$ cat src/rtl/avalon_pwm_dt.sv
// Avalon-MM PWM controller: programmable period, edge/centre counting, shadowed
// PERIOD/MODE/DUTY, complementary outputs with dead-time, and W1C interrupt status.
module avalon_pwm_dt #(
  parameter int unsigned CLK_PRESCALER_WIDTH = 16,
  parameter int unsigned PWM_COUNTER_WIDTH   = 16,
  parameter int unsigned PWM_CHANNELS        = 4,
  parameter int unsigned DEADTIME_WIDTH      = 8
) (
  input  logic                    clk,
  input  logic                    reset,
  input  logic                    chipselect,
  input  logic [5:0]              address,
  input  logic                    write,
  input  logic [31:0]             writedata,
  input  logic                    read,
  output logic [31:0]             readdata,
  output logic                    irq,
  output logic [PWM_CHANNELS-1:0] pwm_out_h,
  output logic [PWM_CHANNELS-1:0] pwm_out_l
);

  localparam int unsigned PW = CLK_PRESCALER_WIDTH;
  localparam int unsigned CW = PWM_COUNTER_WIDTH;
  localparam int unsigned NC = PWM_CHANNELS;
  localparam int unsigned DW = DEADTIME_WIDTH;

  logic [PW-1:0] prescale_q, presc_cnt_q;
  logic [CW-1:0] period_q, period_act_q, count_q, count_d;
  logic [4:0]    ctrl_q;
  logic [1:0]    status_q, w1c;
  logic [DW-1:0] deadtime_q;
  logic [NC-1:0] polarity_q, raw, raw_q, h, l;
  logic [CW-1:0] duty_q [NC];
  logic [CW-1:0] duty_act_q [NC];
  logic [DW-1:0] dt_cnt_q [NC];
  logic [DW-1:0] dt_cnt_d [NC];
  logic          mode_act_q, dir_down_q, dir_down_d;
  logic          tick, period_evt, top_evt, wr_en, out_ena, cnt_ena;
  logic [31:0]   rdata;
  logic          unused_bits;

  assign wr_en       = chipselect && write;
  assign out_ena     = ctrl_q[0];
  assign cnt_ena     = ctrl_q[1];
  assign unused_bits = ^writedata;
  // >= keeps the prescaler from running the long way round if PRESCALE shrinks
  assign tick        = cnt_ena && (presc_cnt_q >= prescale_q);
  assign w1c         = (wr_en && address == 6'd3) ? writedata[1:0] : 2'b00;

  always_comb begin
    count_d    = count_q;
    dir_down_d = dir_down_q;
    period_evt = 1'b0;
    top_evt    = 1'b0;
    if (tick) begin
      if (period_act_q == '0) begin
        count_d    = '0;
        period_evt = 1'b1;
      end else if (!mode_act_q) begin
        if (count_q >= period_act_q) begin
          count_d    = '0;
          period_evt = 1'b1;
        end else begin
          count_d = count_q + 1'b1;
        end
      end else if (!dir_down_q) begin
        if (count_q >= period_act_q) begin
          count_d    = period_act_q - 1'b1;
          dir_down_d = 1'b1;
          top_evt    = 1'b1;
        end else begin
          count_d = count_q + 1'b1;
        end
      end else if (count_q == '0) begin
        count_d    = CW'(1);
        period_evt = 1'b1;
      end else begin
        count_d = count_q - 1'b1;
      end
      if (period_evt) dir_down_d = 1'b0;
    end
  end

  // Dead-time: the gap starts in the same cycle as the raw edge.
  always_comb begin
    for (int unsigned i = 0; i < NC; i++) begin
      raw[i]      = count_q < duty_act_q[i];
      dt_cnt_d[i] = dt_cnt_q[i];
      if (!out_ena) begin
        dt_cnt_d[i] = '0;
      end else if (raw[i] != raw_q[i]) begin
        dt_cnt_d[i] = deadtime_q;
      end else if (dt_cnt_q[i] != '0) begin
        dt_cnt_d[i] = dt_cnt_q[i] - 1'b1;
      end
      h[i] = raw[i] && (dt_cnt_d[i] == '0);
      l[i] = !raw[i] && (dt_cnt_d[i] == '0);
    end
  end

  always_ff @(posedge clk or posedge reset) begin
    if (reset) begin
      prescale_q <= '0;
      period_q   <= '0;
      ctrl_q     <= 5'h03;
      deadtime_q <= '0;
      polarity_q <= '0;
      for (int unsigned i = 0; i < NC; i++) duty_q[i] <= '0;
    end else if (wr_en) begin
      case (address)
        6'd0:    prescale_q <= writedata[PW-1:0];
        6'd1:    period_q   <= writedata[CW-1:0];
        6'd2:    ctrl_q     <= writedata[4:0];
        6'd4:    deadtime_q <= writedata[DW-1:0];
        6'd5:    polarity_q <= writedata[NC-1:0];
        default: ;
      endcase
      for (int unsigned i = 0; i < NC; i++) begin
        if (address == 6'(32 + i)) duty_q[i] <= writedata[CW-1:0];
      end
    end
  end

  always_ff @(posedge clk or posedge reset) begin
    if (reset) begin
      status_q <= '0;
      irq      <= 1'b0;
    end else begin
      status_q <= (status_q & ~w1c) | {top_evt, period_evt};
      irq      <= |(status_q & ctrl_q[4:3]);
    end
  end

  always_ff @(posedge clk or posedge reset) begin
    if (reset) begin
      presc_cnt_q  <= '0;
      count_q      <= '0;
      dir_down_q   <= 1'b0;
      period_act_q <= '0;
      mode_act_q   <= 1'b0;
      raw_q        <= '0;
      pwm_out_h    <= '0;
      pwm_out_l    <= '0;
      for (int unsigned i = 0; i < NC; i++) begin
        duty_act_q[i] <= '0;
        dt_cnt_q[i]   <= '0;
      end
    end else begin
      if (cnt_ena) presc_cnt_q <= tick ? '0 : presc_cnt_q + 1'b1;
      count_q    <= count_d;
      dir_down_q <= dir_down_d;
      if (period_evt || !cnt_ena) begin
        period_act_q <= period_q;
        mode_act_q   <= ctrl_q[2];
        for (int unsigned i = 0; i < NC; i++) duty_act_q[i] <= duty_q[i];
      end
      raw_q     <= raw;
      pwm_out_h <= ({NC{out_ena}} & h) ^ polarity_q;
      pwm_out_l <= ({NC{out_ena}} & l) ^ polarity_q;
      for (int unsigned i = 0; i < NC; i++) dt_cnt_q[i] <= dt_cnt_d[i];
    end
  end

  always_comb begin
    rdata = '0;
    case (address)
      6'd0: rdata = 32'(prescale_q);
      6'd1: rdata = 32'(period_q);
      6'd2: rdata = 32'(ctrl_q);
      6'd3: rdata = 32'(status_q);
      6'd4: rdata = 32'(deadtime_q);
      6'd5: rdata = 32'(polarity_q);
      6'd6: rdata = 32'(count_q);
      default: begin
        for (int unsigned i = 0; i < NC; i++) begin
          if (address == 6'(32 + i)) rdata = 32'(duty_q[i]);
        end
      end
    endcase
    readdata = (chipselect && read) ? rdata : '0;
  end

endmodule
$ cat config.mk
export PLATFORM = sky130hd
export DESIGN_NAME = avalon_pwm_dt
export DESIGN_NICKNAME = d
export VERILOG_FILES = /design/src/rtl/avalon_pwm_dt.sv
export SDC_FILE = /design/constraint.sdc
export NUM_CORES = 1
export LEC_CHECK = 0
export CORE_ASPECT_RATIO = 1.2
export CORE_UTILIZATION = 50
export DETAILED_ROUTE_END_ITERATION = 10
export PLACE_DENSITY = 0.68
export SETUP_SLACK_MARGIN = 0.1
export SYNTH_ARGS = -nofsm -noshare
export SYNTH_HDL_FRONTEND = slang
export SYNTH_SLANG_ARGS = --single-unit
export TNS_END_PERCENT = 1
$ cat constraint.sdc
create_clock -name clk -period 14.5 [get_ports clk]
set_input_delay 1.45 -clock clk [delete_from_list [all_inputs] [get_ports clk]]
set_output_delay 1.45 -clock clk [all_outputs]
set_load 0.02 [all_outputs]
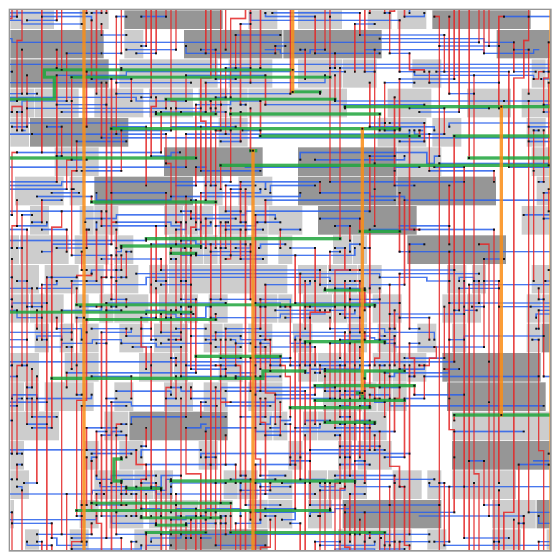
(images/closeup.png)
Window x 58 to 108, y 115 to 165 um. Cells in gray, sequential cells in the stronger gray; small squares are vias.
orange -> M4
green -> M3
red -> M2
blue -> M1
most frequent = dfrtp_1 (21), nand2_1 (17), nor2_1 (16)
sequential cells in the window = 21
netlist names of flops here include = `count_q` (8), `prescale_q` (5), `period_act_q` (3)
cells with their middle in the window = 192

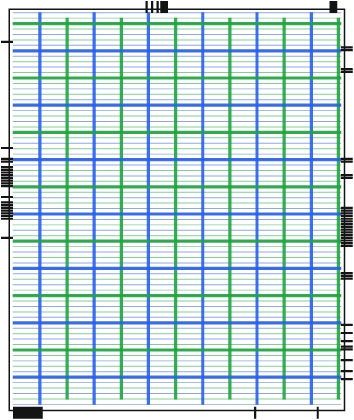
(images/floorplan.png)
Drawn at 2 px/um. Pins as bars on the die edge.
blue -> VSS
green -> VDD
met1 rails = 73
signal pins = 84
met5 straps = 14
met4 straps = 12
Chip Width: 167 um
core box area: 0.0322 mm2
Peak VDD IR: 129 uV
die height: 200 um

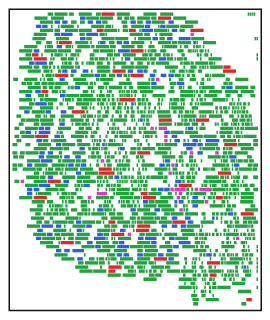
(images/sizing.png)
Drawn at 1.5 px/um.
blue -> x2  # cells 156, share 9.6%, most used mux2_2
magenta -> x3 and x4  # cells 24, share 1.5%, most used buf_4
green -> x1 and smaller  # cells 1,401, share 86%, most used dfrtp_1
red -> x6 and larger  # cells 44, share 2.7%, most used clkbuf_16
Setup WS post-layout: 8.38 ns
Area Overhead vs Synth: 11.2%
final instance area: 0.0181 mm2
Non-clock buffers: 68

==> deck_impl_summary.md <==
Implementation Results

Critical path
  – CP Launch Type: input port
  – Worst path arrival time: 4.67 ns
  – CP Buf/Inv Count: 2
  – Worst path depth: 6
  – Critical-path cell list: clkdlybuf4s50_1 > nor2b_1 > nor3b_2 > a222oi_1 > a311oi_1 > clkdlybuf4s50_1
  – R2R setup slack: 10.25 ns

Layout
  – Seq/total area: 37.8%
  – Multi-input gates: ~1,100
  – Dominant class by area: multi-input combinational cells
  – Inverters: 121
  – Finished Layout Cells: 2,033
  – Most frequent cells in the layout: dfrtp_1 (272), inv_1 (118), mux2_2 (115)
  – Fillers: approximately 2,700

Clocking
  – Clock root cell: clkbuf_16
  – Worst-Skew Late Latency: 0.57 ns
  – H-Tree Depth: 1
  – Post-CTS Setup Inserts: 0

Floorplan
  – Row count: a little over 70

Final timing
  – # setup viols final: 0
  – Fin crit share: between 40 and 50%
  – Relative slew slack: 16.6%

Global routing
  – Grt met1 use: roughly a third
  – Number of global-route vias before repair: 12,138
  – GR met2 Demand/Resource: between 40% and 50%
  – Initial antenna violation count: 1

Yosys
  – Mapped Cells: 1,578
  – Unique cell types: 71
  – Top cell area share: 41.7%
  – Synth Warn #: 0
  – Top cells by count, synth: dfrtp_1 (272), inv_1 (119), mux2_2 (115)

Pwr
  – Logic pwr share: about 54%
  – Power, Total: 4.16 mW

Route
  – Total Wirelength: 42,500 um
  – Wire length on met1: 18,100 um
  – DRC: 0
  – Uppermost routed layer: met4
  – Met2 wire length: 20,200 um

Hold path
  – Hold path start: duty_act_q[33]
  – Hold Path Cell Cnt: 1
  – Hold EP: duty_act_q[33]

Outcome
  – Status: completed

Place
  – Inst Count DP: 1,979
cell families (layout without fill, tap and decap cells):
| logic type | after synthesis | after routing | share of synthesized area (%) |
|---|---|---|---|
| simple gates | 432 | 432 | 13.5 |
| flops | 274 | 274 | 42.0 |
| compound gates | 262 | 262 | 10.7 |
| mux | 233 | 233 | 17.0 |
| buf+inv | 210 | 242 | 5.48 |
| fa+ha+maj | 105 | 105 | 8.05 |
| xor+xnor | 61 | 61 | 3.27 |
| other cells | 1 | 17 | 0.0230 |
registers in the layout (all words and copies together), names as in the netlist, 16 cells and up:
| register | count |
|---|---|
| presc_cnt_q | 16 |
| period_q | 16 |
| count_q | 16 |
| duty_q | 64 |
| dt_cnt_q | 32 |
| period_act_q | 16 |
| prescale_q | 16 |
| duty_act_q | 64 |
No activity file was given, so power comes from the tool's default toggle rates.
